Fig. 1: M1 wires
Bar = 20 microns.
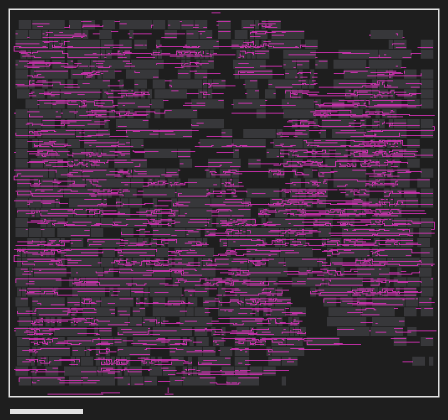
Fig. 2: routed metal, one colour a layer
Bar = 20 microns. Two of the layers only.
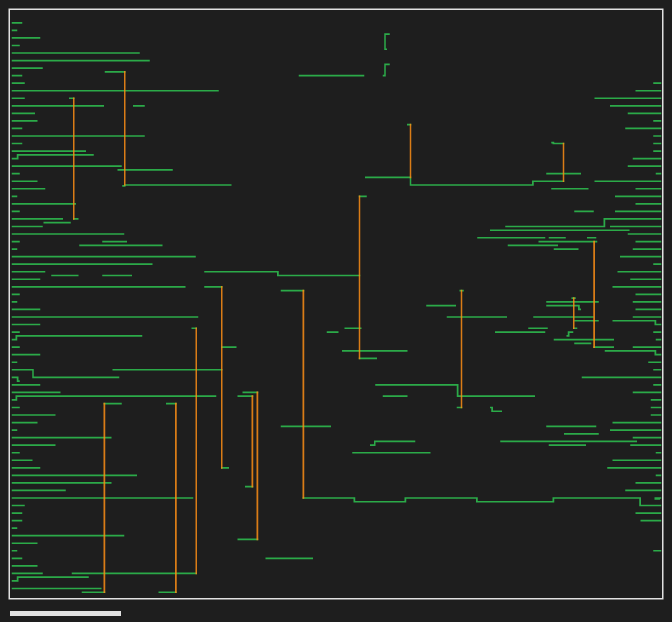
Fig. 3: track usage over the die
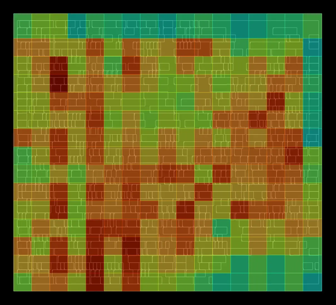
Fig. 4: wiring heat map
24 x 21 tiles, from white (low) to dark blue (high), scaled to the fullest tile. Values are wire area over tile area, all layers added.
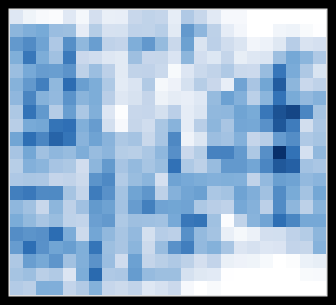
===== config.mk =====
export PLATFORM = sky130hd
export DESIGN_NAME = mem_stage_flat
export DESIGN_NICKNAME = d
export VERILOG_FILES = /design/src/rtl/mem_stage_if.sv /design/src/rtl/mem_stage.sv /design/src/flat_wrapper.sv
export SDC_FILE = /design/constraint.sdc
export NUM_CORES = 1
export LEC_CHECK = 0
export CORE_ASPECT_RATIO = 0.9
export CORE_UTILIZATION = 49
export DETAILED_ROUTE_END_ITERATION = 16
export PLACE_DENSITY = 0.87
export SETUP_SLACK_MARGIN = 0.2
export SLEW_MARGIN = 20
export SYNTH_ARGS = -nofsm -noshare
export SYNTH_HDL_FRONTEND = slang
export SYNTH_SLANG_ARGS = --single-unit

===== constraint.sdc =====
create_clock -name clk_i -period 6 [get_ports clk_i]
set_clock_uncertainty 0.2 [all_clocks]
set_input_delay 1.2 -clock clk_i [delete_from_list [all_inputs] [get_ports clk_i]]
set_output_delay 1.2 -clock clk_i [all_outputs]
set_load 0.01 [all_outputs]

===== src/rtl/mem_stage_if.sv =====
// Pipeline-side and data-memory-side signals of the memory-access stage.
// The stage owns the master modport. The execute stage and the memory use the slave view.
interface mem_stage_if;
    logic        valid_i;
    logic        mem_read_i;
    logic        mem_write_i;
    logic [2:0]  funct3_i;
    logic [31:0] alu_result_i;
    logic [31:0] rs2_i;
    logic        stall_o;
    logic        done_o;
    logic [31:0] load_data_o;
    logic [1:0]  err_o;
    logic        req_o;
    logic        we_o;
    logic [31:0] addr_o;
    logic [31:0] wdata_o;
    logic [3:0]  be_o;
    logic        gnt_i;
    logic        rvalid_i;
    logic [31:0] rdata_i;

    modport master (
        input  valid_i, mem_read_i, mem_write_i, funct3_i, alu_result_i, rs2_i,
        output stall_o, done_o, load_data_o, err_o,
        output req_o, we_o, addr_o, wdata_o, be_o,
        input  gnt_i, rvalid_i, rdata_i
    );

    modport slave (
        output valid_i, mem_read_i, mem_write_i, funct3_i, alu_result_i, rs2_i,
        input  stall_o, done_o, load_data_o, err_o,
        input  req_o, we_o, addr_o, wdata_o, be_o,
        output gnt_i, rvalid_i, rdata_i
    );
endinterface


===== src/rtl/mem_stage.sv =====
// RV32I memory-access stage: issues loads and stores on a req/gnt/rvalid bus,
// stalls the pipeline while an access is in flight, and reports the result with a done pulse.
module mem_stage #(
    parameter int TIMEOUT_CYCLES = 256
) (
    input  logic clk_i,
    input  logic rst_n_i,
    mem_stage_if.master bus
);
    typedef enum logic [1:0] {IDLE, REQ, WAIT, DONE} state_t;

    localparam int CW = (TIMEOUT_CYCLES > 1) ? $clog2(TIMEOUT_CYCLES + 1) : 1;
    localparam logic [CW-1:0] TO_LAST = (TIMEOUT_CYCLES > 0) ? CW'(TIMEOUT_CYCLES - 1) : '0;

    state_t        state_reg;
    logic [CW-1:0] cnt_reg;
    logic          load_reg;
    logic [2:0]    f3_reg;
    logic [1:0]    off_reg;
    logic          req_reg;
    logic          we_reg;
    logic [31:0]   addr_reg;
    logic [31:0]   wdata_reg;
    logic [3:0]    be_reg;
    logic          done_reg;
    logic [31:0]   load_data_reg;
    logic [1:0]    err_reg;

    logic          access;
    logic [2:0]    f3;
    logic [1:0]    off;
    logic          illegal;
    logic          misaligned;
    logic [1:0]    acc_err;
    logic [3:0]    lane_be;
    logic [31:0]   lane_wdata;
    logic [7:0]    rbyte [4];
    logic [7:0]    sel_byte;
    logic [15:0]   sel_half;
    logic [31:0]   load_value;
    logic          timeout_hit;

    assign access = bus.valid_i && (bus.mem_read_i || bus.mem_write_i);
    assign f3     = bus.funct3_i;
    assign off    = bus.alu_result_i[1:0];

    // Decode of the incoming access; illegal encodings win over misalignment.
    always_comb begin
        illegal    = (bus.mem_read_i && bus.mem_write_i) || (f3 == 3'b011) ||
                     (f3[2:1] == 2'b11) || (bus.mem_write_i && f3[2]);
        misaligned = ((f3[1:0] == 2'b01) && off[0]) ||
                     ((f3[1:0] == 2'b10) && (off != 2'b00));
        acc_err    = illegal ? 2'b11 : (misaligned ? 2'b01 : 2'b00);
        case (f3[1:0])
            2'b00: begin
                lane_be    = 4'b0001 << off;
                lane_wdata = {4{bus.rs2_i[7:0]}};
            end
            2'b01: begin
                lane_be    = off[1] ? 4'b1100 : 4'b0011;
                lane_wdata = {2{bus.rs2_i[15:0]}};
            end
            default: begin
                lane_be    = 4'b1111;
                lane_wdata = bus.rs2_i;
            end
        endcase
    end

    for (genvar gi = 0; gi < 4; gi++) begin : g_lane
        assign rbyte[gi] = bus.rdata_i[8*gi +: 8];
    end

    always_comb begin
        sel_byte = rbyte[off_reg];
        sel_half = off_reg[1] ? bus.rdata_i[31:16] : bus.rdata_i[15:0];
        case (f3_reg)
            3'b000:  load_value = {{24{sel_byte[7]}}, sel_byte};
            3'b001:  load_value = {{16{sel_half[15]}}, sel_half};
            3'b010:  load_value = bus.rdata_i;
            3'b100:  load_value = {24'b0, sel_byte};
            3'b101:  load_value = {16'b0, sel_half};
            default: load_value = 32'b0;
        endcase
    end

    assign timeout_hit = (TIMEOUT_CYCLES != 0) && (cnt_reg == TO_LAST);

    assign bus.stall_o     = (state_reg == REQ) || (state_reg == WAIT) ||
                             ((state_reg == IDLE) && access);
    assign bus.done_o      = done_reg;
    assign bus.load_data_o = load_data_reg;
    assign bus.err_o       = err_reg;
    assign bus.req_o       = req_reg;
    assign bus.we_o        = we_reg;
    assign bus.addr_o      = addr_reg;
    assign bus.wdata_o     = wdata_reg;
    assign bus.be_o        = be_reg;

    always_ff @(posedge clk_i or negedge rst_n_i) begin
        if (!rst_n_i) begin
            state_reg     <= IDLE;
            cnt_reg       <= '0;
            load_reg      <= 1'b0;
            f3_reg        <= 3'b0;
            off_reg       <= 2'b0;
            req_reg       <= 1'b0;
            we_reg        <= 1'b0;
            addr_reg      <= 32'b0;
            wdata_reg     <= 32'b0;
            be_reg        <= 4'b0;
            done_reg      <= 1'b0;
            load_data_reg <= 32'b0;
            err_reg       <= 2'b0;
        end else begin
            case (state_reg)
                IDLE: begin
                    cnt_reg <= '0;
                    if (access) begin
                        f3_reg   <= f3;
                        off_reg  <= off;
                        load_reg <= bus.mem_read_i;
                        if (acc_err != 2'b00) begin
                            err_reg       <= acc_err;
                            load_data_reg <= 32'b0;
                            done_reg      <= 1'b1;
                            state_reg     <= DONE;
                        end else begin
                            req_reg   <= 1'b1;
                            we_reg    <= bus.mem_write_i;
                            addr_reg  <= {bus.alu_result_i[31:2], 2'b00};
                            wdata_reg <= lane_wdata;
                            be_reg    <= lane_be;
                            state_reg <= REQ;
                        end
                    end
                end
                REQ: begin
                    cnt_reg <= cnt_reg + 1'b1;
                    if (timeout_hit) begin
                        req_reg   <= 1'b0;
                        err_reg   <= 2'b10;
                        done_reg  <= 1'b1;
                        state_reg <= DONE;
                    end else if (bus.gnt_i) begin
                        req_reg <= 1'b0;
                        if (!load_reg || bus.rvalid_i) begin
                            load_data_reg <= load_reg ? load_value : 32'b0;
                            err_reg       <= 2'b00;
                            done_reg      <= 1'b1;
                            state_reg     <= DONE;
                        end else begin
                            state_reg <= WAIT;
                        end
                    end
                end
                WAIT: begin
                    cnt_reg <= cnt_reg + 1'b1;
                    if (timeout_hit) begin
                        err_reg   <= 2'b10;
                        done_reg  <= 1'b1;
                        state_reg <= DONE;
                    end else if (bus.rvalid_i) begin
                        load_data_reg <= load_value;
                        err_reg       <= 2'b00;
                        done_reg      <= 1'b1;
                        state_reg     <= DONE;
                    end
                end
                default: begin
                    cnt_reg       <= '0;
                    done_reg      <= 1'b0;
                    err_reg       <= 2'b00;
                    load_data_reg <= 32'b0;
                    state_reg     <= IDLE;
                end
            endcase
        end
    end
endmodule


===== src/flat_wrapper.sv =====
// flat-port wrapper written by rule: the top's interface ports become plain ports
module mem_stage_flat 
#(
    parameter int TIMEOUT_CYCLES = 256
)
  (clk_i, rst_n_i, bus_valid_i, bus_mem_read_i, bus_mem_write_i, bus_funct3_i, bus_alu_result_i, bus_rs2_i, bus_stall_o, bus_done_o, bus_load_data_o, bus_err_o, bus_req_o, bus_we_o, bus_addr_o, bus_wdata_o, bus_be_o, bus_gnt_i, bus_rvalid_i, bus_rdata_i);
  mem_stage_if bus_i ();
  input  logic clk_i;
  input  logic rst_n_i;
  input wire logic [$bits(bus_i.valid_i)-1:0] bus_valid_i;
  input wire logic [$bits(bus_i.mem_read_i)-1:0] bus_mem_read_i;
  input wire logic [$bits(bus_i.mem_write_i)-1:0] bus_mem_write_i;
  input wire logic [$bits(bus_i.funct3_i)-1:0] bus_funct3_i;
  input wire logic [$bits(bus_i.alu_result_i)-1:0] bus_alu_result_i;
  input wire logic [$bits(bus_i.rs2_i)-1:0] bus_rs2_i;
  output wire logic [$bits(bus_i.stall_o)-1:0] bus_stall_o;
  output wire logic [$bits(bus_i.done_o)-1:0] bus_done_o;
  output wire logic [$bits(bus_i.load_data_o)-1:0] bus_load_data_o;
  output wire logic [$bits(bus_i.err_o)-1:0] bus_err_o;
  output wire logic [$bits(bus_i.req_o)-1:0] bus_req_o;
  output wire logic [$bits(bus_i.we_o)-1:0] bus_we_o;
  output wire logic [$bits(bus_i.addr_o)-1:0] bus_addr_o;
  output wire logic [$bits(bus_i.wdata_o)-1:0] bus_wdata_o;
  output wire logic [$bits(bus_i.be_o)-1:0] bus_be_o;
  input wire logic [$bits(bus_i.gnt_i)-1:0] bus_gnt_i;
  input wire logic [$bits(bus_i.rvalid_i)-1:0] bus_rvalid_i;
  input wire logic [$bits(bus_i.rdata_i)-1:0] bus_rdata_i;
  assign bus_i.valid_i = bus_valid_i;
  assign bus_i.mem_read_i = bus_mem_read_i;
  assign bus_i.mem_write_i = bus_mem_write_i;
  assign bus_i.funct3_i = bus_funct3_i;
  assign bus_i.alu_result_i = bus_alu_result_i;
  assign bus_i.rs2_i = bus_rs2_i;
  assign bus_stall_o = bus_i.stall_o;
  assign bus_done_o = bus_i.done_o;
  assign bus_load_data_o = bus_i.load_data_o;
  assign bus_err_o = bus_i.err_o;
  assign bus_req_o = bus_i.req_o;
  assign bus_we_o = bus_i.we_o;
  assign bus_addr_o = bus_i.addr_o;
  assign bus_wdata_o = bus_i.wdata_o;
  assign bus_be_o = bus_i.be_o;
  assign bus_i.gnt_i = bus_gnt_i;
  assign bus_i.rvalid_i = bus_rvalid_i;
  assign bus_i.rdata_i = bus_rdata_i;
  mem_stage #(.TIMEOUT_CYCLES(TIMEOUT_CYCLES)) u_core (.clk_i(clk_i), .rst_n_i(rst_n_i), .bus(bus_i));
endmodule

==> summary.txt <==
fresh numbers from the pnr run: Seq pwr share=0.322, Worst Tran Pin Value=just over 1 ns, TritonCTS clock tree=built, Seq cells post-synth=between 100 and 150, post_cts resized=0, tool warnings=30, global-route wire length before repair=between 20 and 30 mm, CP cell instances=clkdlybuf4s50_1 > o21a_1 > nand2_1 > nand2_1 > clkdlybuf4s50_1, clk root buf=clkbuf_16, Synth top area share=0.510, Final Hold Violation Tally=0, Die X=between 100 and 150 microns, largest net degree at the start of global routing=between 90 and 100, fp util=0.509, FMAX=around 230 MHz, post-layout period usage=0.718, Largest cells by area=dfrtp_1 (51%), nand2_1 (13%), mux2i_1 (4.9%), status=finished, final reports clean, post-DP HPWL=12.3 mm, CP Data Required Time=roughly 4.6 ns, total CTS buffers=17, max cap viols=0, DP Worst Slack=1.67 ns, RSZ-0062 raised after global routing=no, worst hold stages=1, layout cell share with drive strength beyond 1=0.0786, dpl cell area=between 7000 and 8000 sq um, async set-reset flop share out of synthesis=1.00, synthesized area per cell=around 9.3 sq um, Area growth syn-to-layout=46.4%, die height=roughly 110 microns, Clock Pin Slew Worst Setup and Hold Paths=0.05 ns, postcts setup bufs=0, initial drt markers=385, Final ANT Viol Nets=0, post-synthesis instance area=roughly 5900 sq um, Internal=around 2.9 mW, synth cell count leaders=nand2_1 (197), dfrtp_1 (120), a21oi_1 (41), o21ai_1 (36), CTS Hold Bufs=0, comb. cell area=2600 sq um, boundary pin count=about 210, Reg-to-Reg Start=u_core.cnt_reg[0], Rows=37, Synth area leader=dfrtp_1, final worst-path setup slack=around 1.7 ns, clk latency late pin=about 0.42 ns, First-pass DRT Iterations=5, Hold Crit Start=u_core.cnt_reg[0], # fillers=between 700 and 800, area of the core=around 12000 sq um
Notes on Fig. 1 above:
wire length on this layer = 6620 microns
nets with wire on the layer = 790
longest straight run = 31.7 microns
GR Util met1: 0.322
final wirelength: 17.4 mm

Notes on Fig. 2 above:
green -> metal 3  # wire length 1630 microns
orange -> metal 4  # wire length 358 microns
via count: 5445
routed len/inst: 17.4 microns
Total GRT Usage: 0.290

Notes on Fig. 3 above:
Finished Core Util: 0.745
met2 Use GR: 0.505

Notes on Fig. 4 above:
emptiest ninth of the die = lower right
mean over tiles = 0.23
fullest tile = 0.64
tiles over half the peak = 26%

## how the worst max path moves through the flow
stage | end | slack, ns | cells past startpoint
after global placement | bus_stall_o | 1.69 | 5
final | bus_stall_o | 1.69 | 5
after floorplan | bus_stall_o | 2.71 | 4
after global routing | bus_stall_o | 1.61 | 5
after detailed placement | bus_stall_o | 1.67 | 5
after CTS | bus_stall_o | 1.67 | 5
## power by group through the flow
stage	logic [mW]	clock network, mW	registers [mW]
floorplan	0.899	0	1.49
CTS	1.91	1.12	1.43
detailed placement	1.89	0	1.43
global route	2.06	1.15	1.47
global placement	1.84	0	1.41
finish	1.91	1.11	1.43
## cells by family after synthesis
group / synth area share
AND-OR/OR-AND: 0.151
XOR/XNOR: 0.00595
AND/OR/NAND/NOR: 0.186
multiplexers: 0.0799
flip-flops: 0.510
other: 0.000637
adder cells (fa/ha/maj): 0.0149
buffers and inverters: 0.0514
## through the flow
stage	total power [mW]	hold WS [ns]	cells
2_1_floorplan	2.39	0.225	635
3_3_place_gp	3.26	0.240	964
3_5_place_dp	3.32	0.250	964
4_1_cts	4.46	0.266	995
5_1_grt	4.69	0.279	996
6_report	4.44	0.265	996
## final cells by class
| type | count | area share |
|---|---|---|
| timing repair buffer | 215 | 0.248 |
| inverter | 12 | 0.00522 |
| clock inverter | 12 | 0.0232 |
| sequential | 120 | 0.348 |
| clock buffer | 19 | 0.0514 |
| multi-input combinational | 462 | 0.301 |
| tap | 156 | 0.0226 |
## worst max-delay path: cells and delay by family
kind | cells | cell delay [ns]
buf+inv | 2 | 1.10
simple gates | 2 | 0.44
compound gates | 1 | 0.17
Power and IR drop assume default switching activity.
